==> src/rtl/pr_pkg.sv <==
`default_nettype none
// ============================================================================
// pr_pkg : shared types for the pipeline-stage registers (Rev 1.0)
// ============================================================================
package pr_pkg;

  typedef enum logic [1:0] {
    EMPTY = 2'd0,
    BUSY  = 2'd1,
    FULL  = 2'd2
  } skid_st_t;

  typedef struct packed {
    logic        regwrite;
    logic        memtoreg;
    logic        memwrite;
    logic [2:0]  alucontrol;
    logic        alusrc;
    logic        regdst;
    logic [31:0] rd1;
    logic [31:0] rd2;
    logic [4:0]  rs;
    logic [4:0]  rt;
    logic [4:0]  rd;
    logic [31:0] signimm;
  } de_payload_t;

  localparam int DE_W = $bits(de_payload_t);

endpackage
`default_nettype wire

==> src/rtl/pr_sat_counter.sv <==
`default_nettype none
// ============================================================================
// pr_sat_counter : saturating up-counter with a multi-bit increment (Rev 1.0)
// ============================================================================
module pr_sat_counter
  import pr_pkg::*;
#(
  parameter int CNT_W = 16,
  parameter int INC_W = 1
) (
  input  logic             clk,
  input  logic             reset_n,
  input  logic [INC_W-1:0] inc,
  output logic [CNT_W-1:0] count
);

  localparam int SUM_W = CNT_W + INC_W;

  logic [CNT_W-1:0] r_count;
  logic [SUM_W-1:0] w_sum;

  // Sum is widened so any carry out of CNT_W bits signals saturation.
  assign w_sum = {{INC_W{1'b0}}, r_count} + {{CNT_W{1'b0}}, inc};

  always_ff @(posedge clk) begin
    if (!reset_n) begin
      r_count <= '0;
    end else if (|w_sum[SUM_W-1:CNT_W]) begin
      r_count <= '1;
    end else begin
      r_count <= w_sum[CNT_W-1:0];
    end
  end

  assign count = r_count;

endmodule
`default_nettype wire

==> src/rtl/pr_stage_skid.sv <==
`default_nettype none
// ============================================================================
// pr_stage_skid : valid/ready pipeline stage with optional skid entry, flush
//                 and saturating stall/drop counters (Rev 1.0)
// ============================================================================
module pr_stage_skid
  import pr_pkg::*;
#(
  parameter int DATA_W = 32,
  parameter int SKID   = 1,
  parameter int CNT_W  = 16
) (
  input  logic              clk,
  input  logic              reset_n,
  input  logic              flush,
  input  logic              in_valid,
  output logic              in_ready,
  input  logic [DATA_W-1:0] in_data,
  output logic              out_valid,
  input  logic              out_ready,
  output logic [DATA_W-1:0] out_data,
  output logic [CNT_W-1:0]  stall_cnt,
  output logic [CNT_W-1:0]  drop_cnt
);

  logic       w_acc;
  logic       w_pop;
  logic       w_skid_valid;
  logic       w_stall_inc;
  logic [1:0] w_drop_inc;

  assign w_acc = in_valid && in_ready;
  assign w_pop = out_valid && out_ready;

  generate
    if (SKID != 0) begin : g_skid
      skid_st_t          r_state;
      skid_st_t          w_next;
      logic [DATA_W-1:0] r_main;
      logic [DATA_W-1:0] r_skid;
      logic              r_in_ready;
      logic              w_ld_main_in;
      logic              w_ld_main_skid;
      logic              w_ld_skid;

      always_comb begin
        w_next         = r_state;
        w_ld_main_in   = 1'b0;
        w_ld_main_skid = 1'b0;
        w_ld_skid      = 1'b0;
        case (r_state)
          EMPTY: begin
            if (w_acc) begin
              w_next       = BUSY;
              w_ld_main_in = 1'b1;
            end
          end
          BUSY: begin
            if (w_acc && w_pop) begin
              w_ld_main_in = 1'b1;
            end else if (w_acc) begin
              w_next    = FULL;
              w_ld_skid = 1'b1;
            end else if (w_pop) begin
              w_next = EMPTY;
            end
          end
          FULL: begin
            if (w_pop) begin
              w_next         = BUSY;
              w_ld_main_skid = 1'b1;
            end
          end
          default: w_next = EMPTY;
        endcase
      end

      // in_ready is registered from the next state, so out_ready never
      // reaches it combinationally.
      always_ff @(posedge clk) begin
        if (!reset_n || flush) begin
          r_state    <= EMPTY;
          r_main     <= '0;
          r_skid     <= '0;
          r_in_ready <= 1'b1;
        end else begin
          r_state    <= w_next;
          r_in_ready <= (w_next != FULL);
          if (w_ld_main_in) begin
            r_main <= in_data;
          end else if (w_ld_main_skid) begin
            r_main <= r_skid;
          end
          if (w_ld_skid) begin
            r_skid <= in_data;
          end
        end
      end

      assign in_ready     = r_in_ready;
      assign out_valid    = (r_state != EMPTY);
      assign out_data     = r_main;
      assign w_skid_valid = (r_state == FULL);
    end else begin : g_noskid
      logic              r_valid;
      logic [DATA_W-1:0] r_main;

      always_ff @(posedge clk) begin
        if (!reset_n || flush) begin
          r_valid <= 1'b0;
          r_main  <= '0;
        end else if (w_acc) begin
          r_valid <= 1'b1;
          r_main  <= in_data;
        end else if (w_pop) begin
          r_valid <= 1'b0;
        end
      end

      assign in_ready     = !r_valid || out_ready;
      assign out_valid    = r_valid;
      assign out_data     = r_main;
      assign w_skid_valid = 1'b0;
    end
  endgenerate

  assign w_stall_inc = out_valid && !out_ready;

  // A beat popped in the flush cycle still leaves, so only an unpopped main counts.
  assign w_drop_inc = flush ? ({1'b0, (out_valid && !out_ready)} +
                               {1'b0, w_skid_valid} +
                               {1'b0, w_acc})
                            : 2'd0;

  pr_sat_counter #(
    .CNT_W (CNT_W),
    .INC_W (1)
  ) u_stall_cnt (
    .clk     (clk),
    .reset_n (reset_n),
    .inc     (w_stall_inc),
    .count   (stall_cnt)
  );

  pr_sat_counter #(
    .CNT_W (CNT_W),
    .INC_W (2)
  ) u_drop_cnt (
    .clk     (clk),
    .reset_n (reset_n),
    .inc     (w_drop_inc),
    .count   (drop_cnt)
  );

endmodule
`default_nettype wire

==> config.mk <==
export PLATFORM = sky130hd
export DESIGN_NAME = pr_stage_skid
export DESIGN_NICKNAME = d
export VERILOG_FILES = /design/src/rtl/pr_pkg.sv /design/src/rtl/pr_sat_counter.sv /design/src/rtl/pr_stage_skid.sv
export SDC_FILE = /design/constraint.sdc
export NUM_CORES = 1
export LEC_CHECK = 0
export CAP_MARGIN = 20
export CORE_MARGIN = 2
export CORE_UTILIZATION = 44
export DETAILED_ROUTE_END_ITERATION = 16
export PLACE_DENSITY = 0.8
export SLEW_MARGIN = 5
export SYNTH_ARGS = -nofsm -noshare
export SYNTH_HDL_FRONTEND = slang
export SYNTH_SLANG_ARGS = --single-unit
==> constraint.sdc <==
create_clock -name clk -period 3.2 [get_ports clk]
set_input_delay 0.32 -clock clk [delete_from_list [all_inputs] [get_ports clk]]
set_output_delay 0.32 -clock clk [all_outputs]
set_load 0.05 [all_outputs]
==> reports/qor.yml, run 1 <==
maxCapViolCount: 0
outcome: "complete, no violations"
arrival_ps: 3290
r2r-start: "g_skid.r_state[1]"
fp_nets: 523
synthArstFlopShare_pct: 0
finalCriticalPeriod_ps: 3030
yosys.stat.seqShare_pct: 48.9
antenna_cells: 0
final_nets: 619
ir_worst_vdd_mv: 0.252
maxSlewViolCount: 0
crit_family: "simple AND/OR/NAND/NOR gates"
startpoint_type: "input pin"
finalCritPeriodShare_pct: 94.8
cts_num_sinks: 99
routed_via_density: 5.41
p_leak_uw: 0.00187
cp.required_ps: 3460
reg2reg_to: "u_drop_cnt.count[13]"
tns_ps: 0
synth_cell_types: 43
ff_type: "dfxtp_1"
cts_root_buffer: "clkbuf_8"
drtIter0Drc: 148
warnings: 26
hold_end: "g_skid.r_skid[25]"
## run 1: worst min-delay path: cells and delay by family, from the launching register on
| kind | cells | cell delay [ps] |
|---|---|---|
| AOI/OAI and AO/OA | 1 | 50 |
| and+or+nand+nor | 1 | 50 |
| DFF | 1 | 320 |
## run 1: synth_stat cells (2+ instances only)
library cell | n | area (sq um)
nand3_1 | 8 | 40.0
and2_1 | 2 | 12.5
and4_1 | 5 | 43.8
a31o_2 | 3 | 26.3
nor3_1 | 10 | 50.1
xor2_1 | 7 | 61.3
ha_1 | 4 | 50.1
a21oi_1 | 90 | 450
xnor2_1 | 10 | 87.6
or2_2 | 2 | 12.5
nor2b_1 | 4 | 25.0
and3b_1 | 2 | 17.5
o21ai_0 | 2 | 10.0
inv_1 | 8 | 30.0
dfxtp_1 | 99 | 1980
a31oi_1 | 2 | 12.5
o21bai_1 | 2 | 15.0
nand2_1 | 108 | 405
clkbuf_1 | 28 | 105
nand4b_1 | 2 | 17.5
buf_2 | 5 | 25.0
nor2_1 | 12 | 45.0
and3_1 | 5 | 31.3
mux2i_1 | 3 | 30.0
a41oi_1 | 2 | 17.5
nand4_1 | 6 | 37.5
nand2b_1 | 3 | 18.8
a22oi_1 | 32 | 240
## run 1: cell type report
cell class | count | share of cell area (%)
Multi-Input combinational cell | 341 | 35.4
Inverter | 8 | 0.551
Timing Repair Buffer | 118 | 21.2
Tap cell | 111 | 2.55
Sequential cell | 99 | 36.4
Clock inverter | 6 | 1.68
Clock buffer | 9 | 2.27
## run 1: flip-flops by register name (all words and copies together) (netlist names)
signal             count
u_stall_cnt.count     16
in_ready               1
g_skid.r_state         2
out_data              32
g_skid.r_skid         32
u_drop_cnt.count      16
## run 1: layer usage
metal  track usage (%)  vias up  routed length [um]
li1                  -     1872                   -
met1              24.8     1766                4420
met2              35.6       97                5150
met3              3.06        6                 366
met4              6.95        0                  76
met5                 0        -                   0
## run 1: worst max-delay path by stage
stage	cells past startpoint	end
6_report	12	u_drop_cnt.count[13]
5_1_grt	12	u_drop_cnt.count[13]
4_1_cts	12	u_drop_cnt.count[13]
3_5_place_dp	12	u_drop_cnt.count[13]
3_3_place_gp	12	u_drop_cnt.count[13]
2_1_floorplan	11	u_drop_cnt.count[13]
## run 1: report_power, final
group / internal [uW] / switching, uW / total (uW)
Sequential: 1250 / 12.2 / 1260
Clock: 437 / 426 / 863
Combinational: 108 / 158 / 265
## run 1: stage by stage
stage	power, uW	hold slack [ps]
2_1_floorplan	1440	437
3_3_place_gp	1550	442
3_5_place_dp	1560	447
4_1_cts	2410	460
5_1_grt	2480	472
6_report	2390	460
## run 1: cells by family after synthesis
group           Yosys count  synth area share (%)
simple gates            175                  20.1
compound gates          141                  20.9
flops                    99                  48.9
buf+inv                  41                  3.95
xor+xnor                 17                  3.68
fa+ha+maj                 5                  1.73
mux                       3                 0.741
## run 1: what timing repair did
item	CTS	global route
setup buffers	0	0
hold buffers	0	0
setup endpoints to repair	0	1
resized	0	1
==> run_1/m1.png <==
Bar = 20 um. Supply wires on this layer in grey.
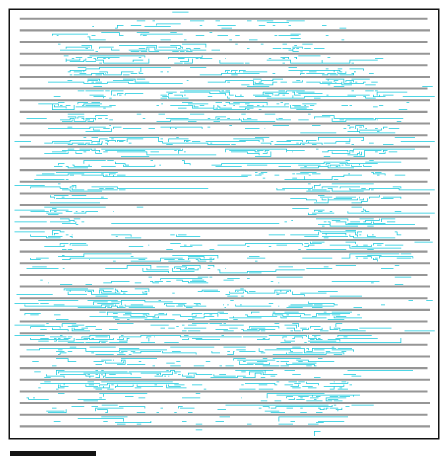
longest straight run: 39.1 um
nets with wire on the layer: 571
share of all routed wire: 44%
wire length on this layer: 4420 um
main direction: horizontal
total wire length: 10.0 mm
M1 GR Usage: 24.8%
Via Count: 3741

==> run_1/m2.png <==
Cells faint in the background.
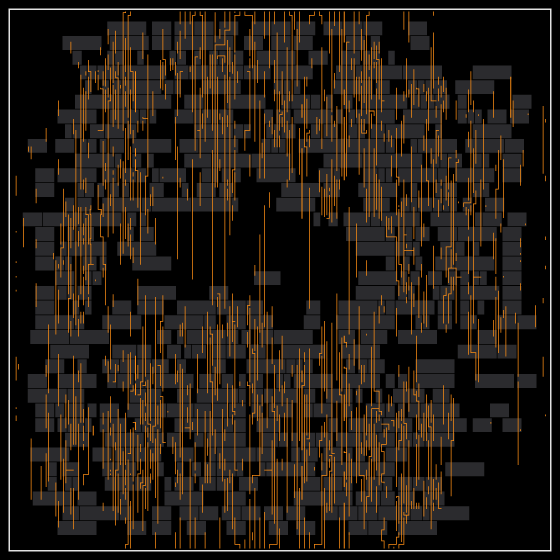
nets with wire on the layer: 517
share of all routed wire: 51%
main direction: vertical
wire length on this layer: 5150 um
longest straight run: 43.2 um
M2 GR Usage: 35.6%

==> run_1/m3.png <==
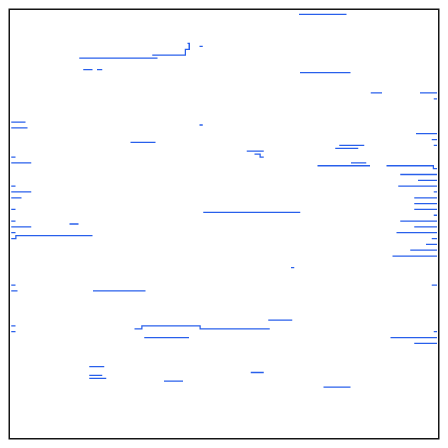
share of all routed wire: 3.7%
wire length on this layer: 367 um
main direction: horizontal
grt met3 use: 3.06%

==> run_1/congestion_map.png <==
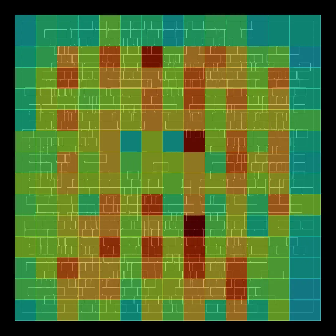

==> run 2: changes to the inputs <==
--- a/config.mk
+++ b/config.mk
@@ -7,9 +7,10 @@
 export LEC_CHECK = 0
 export CAP_MARGIN = 20
 export CORE_MARGIN = 2
-export CORE_UTILIZATION = 44
+export CORE_UTILIZATION = 46
+export CTS_BUF_LIST = sky130_fd_sc_hd__clkbuf_8
 export DETAILED_ROUTE_END_ITERATION = 16
-export PLACE_DENSITY = 0.8
+export PLACE_DENSITY = 0.83
 export SLEW_MARGIN = 5
 export SYNTH_ARGS = -nofsm -noshare
 export SYNTH_HDL_FRONTEND = slang
==> run_2/congestion_map.png <==
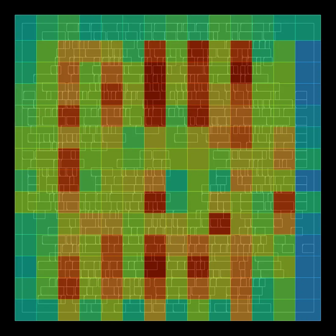
GRT busiest layer: met2
routed len/inst: 14.8 um
GRT Overall Usage: 21.3%
Util after Layout: 63.1%
M1 GR Usage: 25.7%

==> reports/qor.yml, run 2 <==
outcome: "complete, no violations"  # unchanged
r2r-start: "g_skid.r_state[1]"  # unchanged
maxCapViolCount: 0  # unchanged
ir_worst_vdd_mv: 0.248  # was 0.252 mV
cts_root_buffer: "clkbuf_8"  # unchanged
routed_via_density: 5.54  # was 5.41
cts_num_sinks: 99  # unchanged
p_leak_uw: 0.00189  # was 0.00187 uW
hold_slack_ps: 459  # was 460 ps
tns_ps: 0  # unchanged
synth.most_common_cell: "nand2_1"  # unchanged
hold_end: "out_data[23]"  # was g_skid.r_skid[25]
switching_share_pct: 24.6  # was 24.9%
top_cell_area_share_pct: 48.9  # unchanged
yosys.stat.seqShare_pct: 48.9  # unchanged
warnings: 26  # unchanged
startpoint_type: "input pin"  # unchanged
finalCriticalPeriod_ps: 3020  # was 3030 ps
sequentialPowerShare_pct: 52.3  # was 52.8%
synthArstFlopShare_pct: 0  # unchanged
antenna_cells: 0  # unchanged
ff_type: "dfxtp_1"  # unchanged
reg2reg_to: "u_drop_cnt.count[13]"  # unchanged
clock_power_share_pct: 36.7  # was 36.1%
fp_nets: 523  # unchanged
-- run 2: cell counts after synthesis --
Identical to the previous run, type by type.
-- run 2: metrics by stage --
step           cell area, sq um  power (uW)  std cells
5_1_grt                    5450        2520        691
4_1_cts                    5450        2430        691
3_3_place_gp               5230        1550        675
3_5_place_dp               5230        1560        675
6_report                   5450        2420        691
2_1_floorplan              4060        1440        481
-- run 2: per-layer routing --
layer | vias to the layer above | global-route usage (%) | routed length, um
li1 | 1869 | - | -
met1 | 1847 | 25.7 | 4430
met2 | 93 | 36.7 | 5160
met3 | 20 | 3.94 | 401
met4 | 0 | 10.3 | 231
met5 | - | 0 | 0
-- run 2: area by class of cell --
cell class                 instances  area share (%)
timing repair buffer             119            21.1
sequential                        99            36.4
clock inverter                     6            1.58
multi-input combinational        341            35.4
tap                              108            2.48
inverter                           8           0.551
clock buffer                      10            2.53
-- run 2: how the worst max path moves through the flow --
stage | to | slack [ps] | depth (start not counted)
final | u_drop_cnt.count[13] | 180 | 12
after floorplan | u_drop_cnt.count[13] | 70 | 11
after detailed placement | u_drop_cnt.count[13] | -160 | 12
after CTS | u_drop_cnt.count[13] | 190 | 12
after global routing | u_drop_cnt.count[13] | 60 | 12
after global placement | u_drop_cnt.count[13] | -130 | 12
-- run 2: worst max-delay path, stage by stage --
cell and delay (ps):
clkdlybuf4s50_1 410, o21bai_2 210, xor2_1 170, ha_1 280
and2_1 120, ha_1 150, inv_1 50, fa_1 380
nand4b_1 210, or4_4 560, and2_4 180, a311oi_2 230
-- run 2: cell families after synthesis --
family,Yosys count,synth area share [%]
compound gates,141,20.9
flops,99,48.9
buf+inv,41,3.95
mux,3,0.741
xor+xnor,17,3.68
simple gates,175,20.1
fa+ha+maj,5,1.73
-- run 2: power by group through the flow --
stage / Clock (uW) / Combinational [uW] / Sequential [uW]
floorplan: 0 / 89.8 / 1350
global placement: 0 / 260 / 1290
detailed placement: 0 / 264 / 1290
CTS: 904 / 266 / 1260
global route: 968 / 286 / 1270
finish: 886 / 266 / 1260
Power and IR drop assume default switching activity.
